<file path="config.mk">
export PLATFORM = sky130hd
export DESIGN_NAME = imem_port_arbiter
export DESIGN_NICKNAME = d
export VERILOG_FILES = /design/src/rtl/imem_port_arbiter.sv
export SDC_FILE = /design/constraint.sdc
export NUM_CORES = 1
export LEC_CHECK = 0
export CAP_MARGIN = 20
export CORE_MARGIN = 1.5
export CORE_UTILIZATION = 32
export DETAILED_ROUTE_END_ITERATION = 6
export PLACE_DENSITY = 0.89
export RECOVER_POWER = 100
export SYNTH_ARGS = -nofsm -noshare
export SYNTH_HDL_FRONTEND = slang
export SYNTH_SLANG_ARGS = --single-unit
export TNS_END_PERCENT = 50
</file>
<file path="constraint.sdc">
create_clock -name clk -period 2.05 [get_ports clk]
set_clock_uncertainty 0.2 [all_clocks]
set_input_delay 0.205 -clock clk [delete_from_list [all_inputs] [get_ports clk]]
set_output_delay 0.205 -clock clk [all_outputs]
set_load 0.02 [all_outputs]
</file>
<file path="src/rtl/imem_port_arbiter.sv">
// Arbitrates a single-port synchronous-read instruction memory between the fetch
// stage and the program loader. Only the loader may access it during boot.
module imem_port_arbiter #(
  parameter int unsigned ADDR_W = 10,
  parameter int unsigned DATA_W = 32
) (
  input  logic              clk,
  input  logic              rst,
  input  logic              fetch_req,
  input  logic [31:0]       fetch_addr,
  output logic              fetch_gnt,
  output logic              fetch_rvalid,
  output logic [DATA_W-1:0] fetch_rdata,
  output logic              fetch_err,
  input  logic              load_req,
  input  logic [31:0]       load_addr,
  input  logic [DATA_W-1:0] load_wdata,
  output logic              load_gnt,
  input  logic              load_done,
  output logic              booting,
  output logic [ADDR_W:0]   words_loaded,
  output logic              mem_en,
  output logic              mem_we,
  output logic [ADDR_W-1:0] mem_addr,
  output logic [DATA_W-1:0] mem_wdata,
  input  logic [DATA_W-1:0] mem_rdata
);

  typedef enum logic {S_BOOT, S_RUN} state_e;
  typedef enum logic {LAST_LOAD, LAST_FETCH} last_e;

  localparam logic [ADDR_W:0] WL_MAX = {1'b1, {ADDR_W{1'b0}}};

  state_e            state_q, state_d;
  last_e             last_q, last_d;
  logic              rvalid_q, err_q;
  logic [DATA_W-1:0] rdata_q;
  logic [ADDR_W:0]   wl_q, wl_d;
  logic              fetch_bad, load_bad;

  assign fetch_bad = (fetch_addr[1:0] != 2'b00) || (fetch_addr[31:ADDR_W+2] != '0);
  assign load_bad  = (load_addr[1:0] != 2'b00) || (load_addr[31:ADDR_W+2] != '0);

  always_comb begin
    state_d   = state_q;
    last_d    = last_q;
    wl_d      = wl_q;
    fetch_gnt = 1'b0;
    load_gnt  = 1'b0;
    mem_en    = 1'b0;
    mem_we    = 1'b0;
    mem_addr  = fetch_addr[ADDR_W+1:2];
    mem_wdata = load_wdata;

    if (state_q == S_BOOT && load_done) state_d = S_RUN;

    // Under contention the requester that did not win last time takes the port.
    if (state_q == S_RUN && fetch_req && load_req) begin
      if (last_q == LAST_LOAD) fetch_gnt = 1'b1;
      else                     load_gnt  = 1'b1;
    end else if (state_q == S_RUN && fetch_req) begin
      fetch_gnt = 1'b1;
    end else if (load_req) begin
      load_gnt = 1'b1;
    end

    if (fetch_gnt) begin
      last_d = LAST_FETCH;
      mem_en = !fetch_bad;
    end
    if (load_gnt) begin
      last_d   = LAST_LOAD;
      mem_en   = !load_bad;
      mem_we   = !load_bad;
      mem_addr = load_addr[ADDR_W+1:2];
      if (!load_bad && wl_q != WL_MAX) wl_d = wl_q + 1'b1;
    end
  end

  always_ff @(posedge clk or posedge rst) begin
    if (rst) begin
      state_q  <= S_BOOT;
      last_q   <= LAST_LOAD;
      rvalid_q <= 1'b0;
      err_q    <= 1'b0;
      rdata_q  <= '0;
      wl_q     <= '0;
    end else begin
      state_q  <= state_d;
      last_q   <= last_d;
      rvalid_q <= fetch_gnt;
      err_q    <= fetch_gnt && fetch_bad;
      wl_q     <= wl_d;
      if (rvalid_q) rdata_q <= fetch_rdata;
    end
  end

  // Memory data arrives in the rvalid cycle, so it is forwarded directly and
  // held afterwards.
  assign fetch_rdata  = rvalid_q ? (err_q ? '0 : mem_rdata) : rdata_q;
  assign fetch_rvalid = rvalid_q;
  assign fetch_err    = err_q;
  assign booting      = (state_q == S_BOOT);
  assign words_loaded = wl_q;

endmodule
</file>
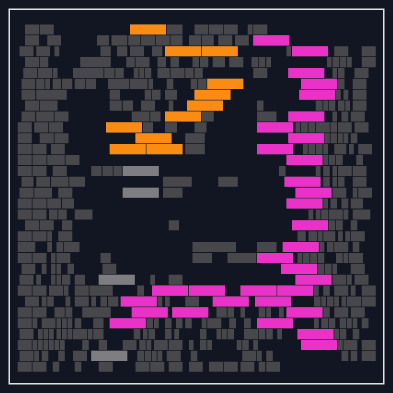
Fig. 1. Sequential cells grouped by signal name.
Drawn at 4 px/um.
Key: orange = words_loaded [flops 11, where top middle]; magenta = rdata_q [flops 32]

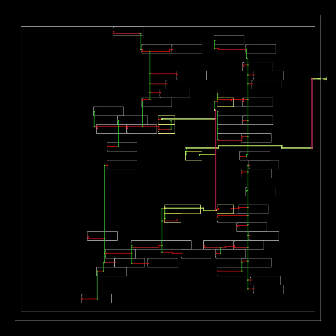
Fig. 2. Clock wiring as the flow saved it.
num sequential: 47
Layout clock buffers: 6
worst skew pair latency: 0.29 ns
TritonCTS buffer count: 5
total number of clock tree sinks: 47

==> results.json <==
{
  "ys_cells": 312,
  "timing.reg2reg.worst_path_depth": 9,
  "largestClassByArea": "non-clock buffers",
  "worst_pin_slew_ns": 0.649,
  "number_of_buffers_outside_the_clock_class_in_the_layout": 183,
  "failed_checks": "negative setup slack",
  "simple_gate_area_share_pct": 19.9,
  "highest_signal_layer_in_the_routed_design": "met4",
  "fin_util_pct": 55.5,
  "timing.setup.tns_ns": -0.0539,
  "mean_instance_size_in_the_synthesized_netlist_sq_um": 8.36,
  "drt-total-wl_mm": 7.27,
  "cts_tree": "yes",
  "cts-root-to-sink-buffers": 2,
  "setup_ws_ns": -0.0539,
  "p_sw_uw": 743,
  "globalplace.congestion": 0.785,
  "pre_place_util_pct": 33.4,
  "yosys.area_share.xor_xnor_pct": 3.02,
  "die_width_um": 93.3,
  "clockNetworkAreaShare_pct": 2.71,
  "grt-ovfl-total": 0,
  "slew_viol_final": 0,
  "yosys.cell_types.count": 30,
  "placement.cell_area_sq_um": 4260,
  "status": "complete, but fails checks",
  "yosysSeqAreaShare_pct": 45.1,
  "via_per_inst": 4.64,
  "timing.hold.worst_endpoint": "mem_wdata[25]",
  "finalHoldWorstSlack_ns": 0.210,
  "synthFlopType": "sky130_fd_sc_hd__dfrtp_1",
  "dp_cells": 552,
  "finish.instance_area_sq_um": 4340,
  "timing.critical_path.max_delay_family": "simple AND/OR/NAND/NOR gates",
  "setup_viol": 1,
  "global_route.usage.met2_pct": 32.2,
  "grt_antenna_before_repair": 0,
  "seq-cell-share_pct": 27.1,
  "p_int_uw": 1800,
  "powerDensity_nw_per_um2": 586,
  "holdBufCountCts": 0,
  "max_slew_margin_pct": 56.7,
  "synth.top_cells.by_count": "sky130_fd_sc_hd__nand2_1, sky130_fd_sc_hd__o21ai_0, sky130_fd_sc_hd__dfrtp_1",
  "holdCritPathClass": "input port to output port",
  "cp_slowest_stage_delay_ns": 0.48,
  "ios": 225,
  "synth_flop_count": 47,
  "io_buffer_count": 160,
  "crit_path_max_fanout": 2,
  "top_register": "rdata_q",
  "power_frac_seq_pct": 41.2,
  "insertedDiodeCount": 0,
  "ir_worst_vdd_uv": 367,
  "worstReg2RegEnd": "words_loaded[3]",
  "yosys_warnings": 0,
  "floorplan.nets": 447,
  "comb_power_uw": 804,
  "layout.filler_cells": 686,
  "clock_root_buffer_master": "sky130_fd_sc_hd__clkbuf_8",
  "p_total_uw": 2540,
  "edf_count": 0,
  "via_count_of_the_first_global_routing_pass": 2644,
  "power_frac_comb_pct": 31.6,
  "inverters": 38,
  "post_cts_buffers": 1,
  "hold_viol": 0,
  "yosys.area.top_type": "sky130_fd_sc_hd__dfrtp_1",
  "switching_share_pct": 29.2,
  "aoi_share_pct": 13.8,
  "finalWorstPathRequiredPeriod_ns": 2.10,
  "adder_share_pct": 0.960,
  "nMultiInputCombCells": 184
}
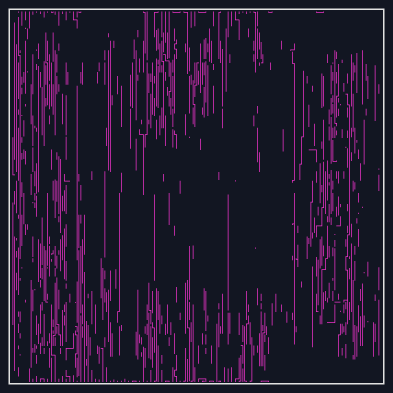
Fig. 3. Signal wires on met2.
Drawn at 4 px/um.
The layer holds 52% of the routed length. The wires run mostly vertical.

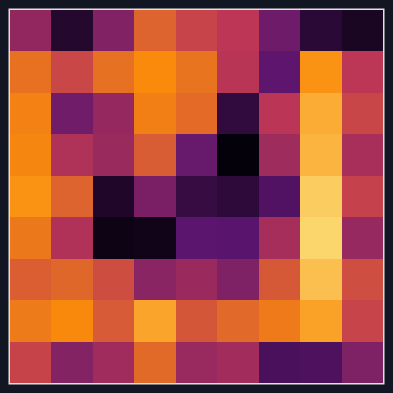
Fig. 4. Cell density map.
Drawn at 4 px/um. 9 x 9 tiles, from black (low) to pale yellow (high), 0 to 100% covered.
1.2% of the tiles are nearly empty. The fullest tile reaches 91%. The mean over all tiles is 48%. 11% of the tiles are over 75% full. The emptiest ninth of the die: middle.

